### Ports around the boundary, run 1

Drawn at 6 px/micron. Pins as bars across the die edge, other pins in gray.
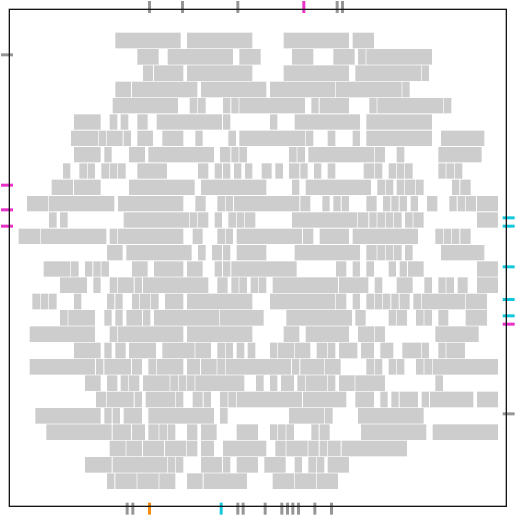
### Routing congestion, run 1

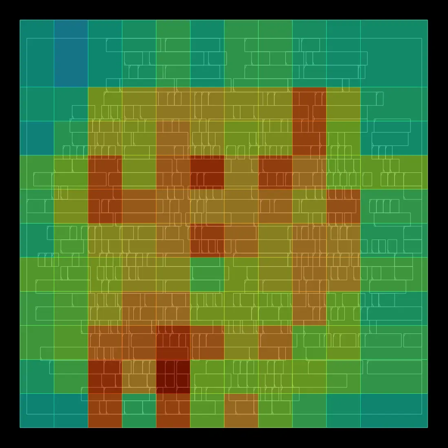
### Register map, names as in the netlist, run 1

Drawn at 3 px/micron.
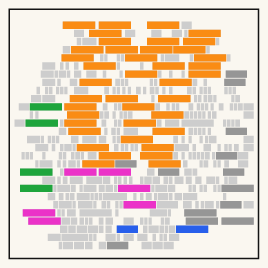
==> config.mk <==
export PLATFORM = sky130hd
export DESIGN_NAME = vc_tx_arbiter_flat
export DESIGN_NICKNAME = d
export VERILOG_FILES = /design/src/rtl/vc_tx_arbiter_if.sv /design/src/rtl/vc_tx_arbiter.sv /design/src/flat_wrapper.sv
export SDC_FILE = /design/constraint.sdc
export NUM_CORES = 1
export LEC_CHECK = 0
export ABC_AREA = 1
export CORE_UTILIZATION = 49
export DETAILED_ROUTE_END_ITERATION = 6
export GPL_ROUTABILITY_DRIVEN = 1
export PLACE_DENSITY = 0.73
export SYNTH_ARGS = -nofsm -noshare
export SYNTH_HDL_FRONTEND = slang
export SYNTH_SLANG_ARGS = --single-unit
==> constraint.sdc <==
create_clock -name clk -period 2.4 [get_ports clk]
set_clock_uncertainty 0.05 [all_clocks]
set_input_delay 0.24 -clock clk [delete_from_list [all_inputs] [get_ports clk]]
set_output_delay 0.24 -clock clk [all_outputs]
set_load 0.02 [all_outputs]
==> flow_summary.toml, run 1 <==
# generated from flow reports
[pwr]
post-layout-total-power_uw = 3990
power.ir.vdd_worst_uv = 603
power_frac_comb_pct = 35.6
internal_pwr_total_uw = 2610
p_clk_share_pct = 25.3
power.share.switching_pct = 34.4
cellLeakagePower_uw = 0.00179

[synthesis]
top_cell_area_share_pct = 51.9
top_logic_kind = "simple AND/OR/NAND/NOR gates"
ys_sh_mux_pct = 0
simple_gate_share_pct = 22.2
topCellsByArea = "edfxtp_1 (52%), nand2_1 (13%), dfxtp_1 (6.3%)"
synthesis.yosys.warnings = 0
yosysTopAreaCell = "edfxtp_1"
yosys-stat-cells = 337
yosysChipArea_sq_um = 3180
synthXorXnorAreaFrac_pct = 1.38
mappedNetlistNets = 371
syn_area_sq_um = 3180
ys_sh_adder_pct = 6.53
synth.distinct_cells = 25
synthesis.area_per_instance_sq_um = 9.45

[layout]
logic_area_sq_um = 1100
layout_top_cells = "nand2_1 (108), edfxtp_1 (55), inv_1 (47), nand3_1 (32), clkdlybuf4s50_1 (29)"
drive_gt1_share_pct = 15.1
area.share.combinational_pct = 27.8
final-instance-count-excl-fill = 473
final_layout_top_logic_cell = "nand2_1"
flip_flop_count_of_the_largest_register_after_layout = 40
flops = 65
final_cell_area_sq_um = 3950
layout.area.top_class = "registers"
nonClockBufferCount = 53
layout.clock.cell_area_share_pct = 5.55
fin_nets = 427
register_area_sq_um = 1850
non_clock_inverter_count = 54

[route]
routed_wirelength_microns = 6230
highest-signal-layer = "met4"
met3_length_microns = 200
post-route-drc-count = 0
route.vias.total = 2313
drt_iter0_markers = 159
route.met2.wl_microns = 3110
vias_per_cell = 4.89
drt-met1-wl_microns = 2780

[setup_path]
crit_path_start_kind = "register"
worst_ep_required_time_ps = 2430
timing.critical_path.max_delay_family = "adder cells"
ff2ff_setup_slack_ps = -20
timing.critical_path.arrival_ps = 2460
crit_path_max_incr_delay_ps = 370
most_repeated_library_cell_on_the_critical_path = "inv_1"
worstRegToRegCells = 13
worstPathCellList = "inv_2, ha_4, a21oi_4, inv_1, nand2_1, inv_1, nor2_2, ha_2, nand2_2, fa_2, xor2_1, o21ai_1, a21oi_1"
crit_path_top_delay_cell = "edfxtp_1"

[sta]
fmax_mhz = 412
timing.max_slew.rel_slack_pct = 67.9
pins_over_their_slew_limit = 0
final_hold_vio_count = 0
final.min_clock_period_ps = 2420
setup-violations-final = 1
setup_ws_ps = -24.9

[floorplan]
number_of_placement_rows = 28
die-area_sq_um = 6820
floorplanUtilization_pct = 52.2
io-pin-count = 30
well_tap_count = 75
core_region_area_sq_um = 6100

[clock_network]
worst_setup_hold_path_clk_slew_ps = 80
cts.repair.resized = 1
clock_sink_count = 65
number_of_clock_buffers_inserted_by_tritoncts = 9
htree_levels = 3
cts_tree = "yes"
deepest_clock_path_buffer_count = 2
clk_latency_ps = 340

[outcome]
outcome = "finished with violations"
violations = "negative setup slack"

[job]
log.warning_count = 37

[place]
placedInstanceArea_sq_um = 3670
detailedPlace.worstSlack_ps = -215
placed_cells_incl_taps = 453

[global_route]
grt.total_usage_pct = 20.7
first_pass_grt_wire_length_microns = 10000
grt.busiest_layer = "met2"
grt_overflow_total = 0
Notes on 'Ports around the boundary' above:
| color | port | pins | direction | edge |
|---|---|---|---|---|
| orange | reset | 1 | input | bottom |
| cyan | bus_data_p | 6 | output | 5 right, 1 bottom |
| magenta | bus_in_vc1_data | 5 | input | 3 left, 1 top, 1 right |
height of the die: 82.6 microns
width of the die: 82.6 microns
Port-buffer cells: 29

Notes on 'Routing congestion' above:
fraction of met1 tracks used by global routing: 26.4%
routed length per instance: 13.2 microns
GRT met2 Usage: 33.6%

Notes on 'Register map, names as in the netlist' above:
| color | name in the netlist | sequential cells |
|---|---|---|
| magenta | u_core.count | 6 |
| orange | u_core.fifo_mem | 40 |
| green | u_core.wr_ptr | 4 |
| blue | u_core.stalled | 2 |
not colored: 13
utilization after layout: 64.7%
Power Sequential: 1560 uW
share of cell area taken by flip-flops and latches: 46.9%

## run 1: power groups by stage
| stage | logic (uW) | clock network (uW) | registers, uW |
|---|---|---|---|
| after detailed placement | 1330 | 0 | 1580 |
| final | 1420 | 1010 | 1560 |
| after global placement | 1300 | 0 | 1570 |
| after floorplan | 859 | 0 | 1610 |
| after global routing | 1600 | 1070 | 1580 |
| after CTS | 1390 | 1030 | 1550 |
## run 1: cell usage after synthesis, drive strengths merged
cell type and instances:
a21oi 5, a31oi 2, buf 8, dfxtp 10, edfxtp 55, fa 1
ha 15, inv 54, nand2 112, nand3 33, nand3b 1, nor2 25
o21ai 10, o22ai 1, xnor2 4, xor2 1
==> run 1 -> run 2 <==
--- a/config.mk
+++ b/config.mk
@@ -9,7 +9,9 @@
 export CORE_UTILIZATION = 49
 export DETAILED_ROUTE_END_ITERATION = 6
 export GPL_ROUTABILITY_DRIVEN = 1
+export MAX_ROUTING_LAYER = met4
 export PLACE_DENSITY = 0.73
+export RECOVER_POWER = 100
 export SYNTH_ARGS = -nofsm -noshare
 export SYNTH_HDL_FRONTEND = slang
 export SYNTH_SLANG_ARGS = --single-unit
### Close-up of the layout, run 2

Window x 29 to 54, y 12 to 37 microns. Cells in gray, sequential cells in the stronger gray; small squares are vias.
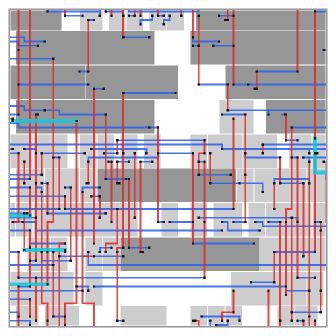
| color | layer |
|---|---|
| cyan | metal 3 |
| red | metal 2 |
| blue | metal 1 |
sequential cells in the window: 10
most frequent: nand2_1 (11), edfxtp_1 (8)
cells with their middle in the window: 56

==> run 2 against run 1 <==
  * The flow still finishes with violations (negative setup slack)
  * Wire length about the same
  * Die size unchanged
  * Hold slack improved by 5.0 ps
  * Maximum frequency fell by 0.70%
  * Global-route usage is 0.58 points higher
  * Clock power about the same
  * Non-clock buffer count did not move
  * Sequential cell count stayed put
  * Total power fell by 0.54%
  * Utilization unchanged
  * Combinational power hardly changed
  * Final area unchanged
  * Largest power group unchanged
==> flow_summary.toml, run 2 <==
# generated from flow reports
[pwr]
internal_pwr_total_uw = 2600
power.ir.vdd_worst_uv = 603
cellLeakagePower_uw = 0.00181
power.share.switching_pct = 34.5
largestPowerGroup = "sequential cells"
post-layout-total-power_uw = 3960
clock_net_power_uw = 1010
p_clk_share_pct = 25.4
power_frac_comb_pct = 35.4
pg_seq_uw = 1550
comb-power_uw = 1400

[layout]
layout.area.top_class = "registers"
fin_nets = 427
flops = 65
register_area_sq_um = 1850
final_cell_area_sq_um = 3950
final-instance-count-excl-fill = 473
final_util_pct = 64.7
seq_area_share_pct = 46.9
logic_area_sq_um = 1100
layout_top_cells = "nand2_1 (108), edfxtp_1 (55), inv_1 (47), nand3_1 (32)"
flip_flop_count_of_the_largest_register_after_layout = 40
final_layout_top_logic_cell = "nand2_1"
nonClockBufferCount = 53
area.share.combinational_pct = 27.8

[setup_path]
ff2ff_setup_slack_ps = -40
crit_path_max_incr_delay_ps = 370
worst_ep_required_time_ps = 2430
crit_path_top_delay_cell = "edfxtp_1"
worstPathCellList = "inv_2, ha_4, a21oi_4, inv_1, nand2_1, inv_1, nor2_2, ha_2, nand2_2, fa_2, xor2_1, o21ai_1, a21oi_1"
timing.critical_path.arrival_ps = 2470

[clock_network]
cts_tree = "yes"
clock_sink_count = 65
clk_latency_ps = 340
deepest_clock_path_buffer_count = 2
worst_setup_hold_path_clk_slew_ps = 70

[outcome]
violations = "negative setup slack"
outcome = "finished with violations"

[global_route]
grt.total_usage_pct = 21.3

[place]
placement.io_buffers = 29
placedInstanceArea_sq_um = 3670
placed_cells_incl_taps = 453
detailedPlace.worstSlack_ps = -215

[sta]
final_hold_vio_count = 0
setup_ws_ps = -42.0
pins_over_their_slew_limit = 0
setup-violations-final = 1
final.min_clock_period_ps = 2440
timing.max_slew.rel_slack_pct = 67.7

[route]
drt_iter0_markers = 141
routed_wirelength_microns = 6220
vias_per_cell = 4.87
route.vias.total = 2305

[synthesis]
synthesis.yosys.warnings = 0
syn_area_sq_um = 3180
synth-main-ff-cell = "edfxtp_1"
ys_sh_adder_pct = 6.53
yosysTopAreaCell = "edfxtp_1"
synth.cells.most_frequent = "nand2_1 (109), edfxtp_1 (55), inv_1 (49)"
top_cell_area_share_pct = 51.9
synth.distinct_cells = 25
mappedNetlistNets = 371
ys_sh_mux_pct = 0
yosysChipArea_sq_um = 3180
netlist.top_cell.by_instances = "nand2_1"
synthXorXnorAreaFrac_pct = 1.38
top_logic_kind = "simple AND/OR/NAND/NOR gates"

[floorplan]
die.size.y_microns = 82.6
core_region_area_sq_um = 6100
die-area_sq_um = 6820
well_tap_count = 75
die_width_microns = 82.6

[job]
log.warning_count = 37
### Ports around the boundary, run 2

Drawn at 6 px/micron. Pins as bars across the die edge, other pins in gray.
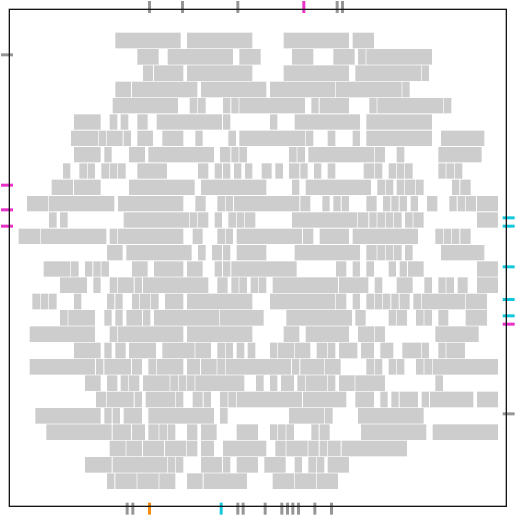

[run 2: cell count changes in the layout (fill, tap and decap cells not counted), sizes merged]
| cell | before | now |
|---|---|---|
| clkdlybuf4s50 | 29 | 9 |
| dlygate4sd3 | 0 | 20 |
[run 2: routing by layer]
layer / routed length (microns) / vias to the layer above / share of wire, % / GRT usage (%)
met5: 0 / - / 0 / -
met2: 3160 / 43 / 51 / 33.6
met3: 156 / 8 / 2.5 / 3.74
met4: 95 / 0 / 1.5 / 11.2
li1: - / 1188 / - / -
met1: 2810 / 1066 / 45 / 26.3
[run 2: cells by family (layout without fill, tap and decap cells)]
kind of cell	Yosys count	after routing
simple gates	171	171
compound gates	18	18
fa+ha+maj	16	16
xor+xnor	5	5
flops	65	65
buf+inv	62	123
No activity file was given, so power comes from the tool's default toggle rates.
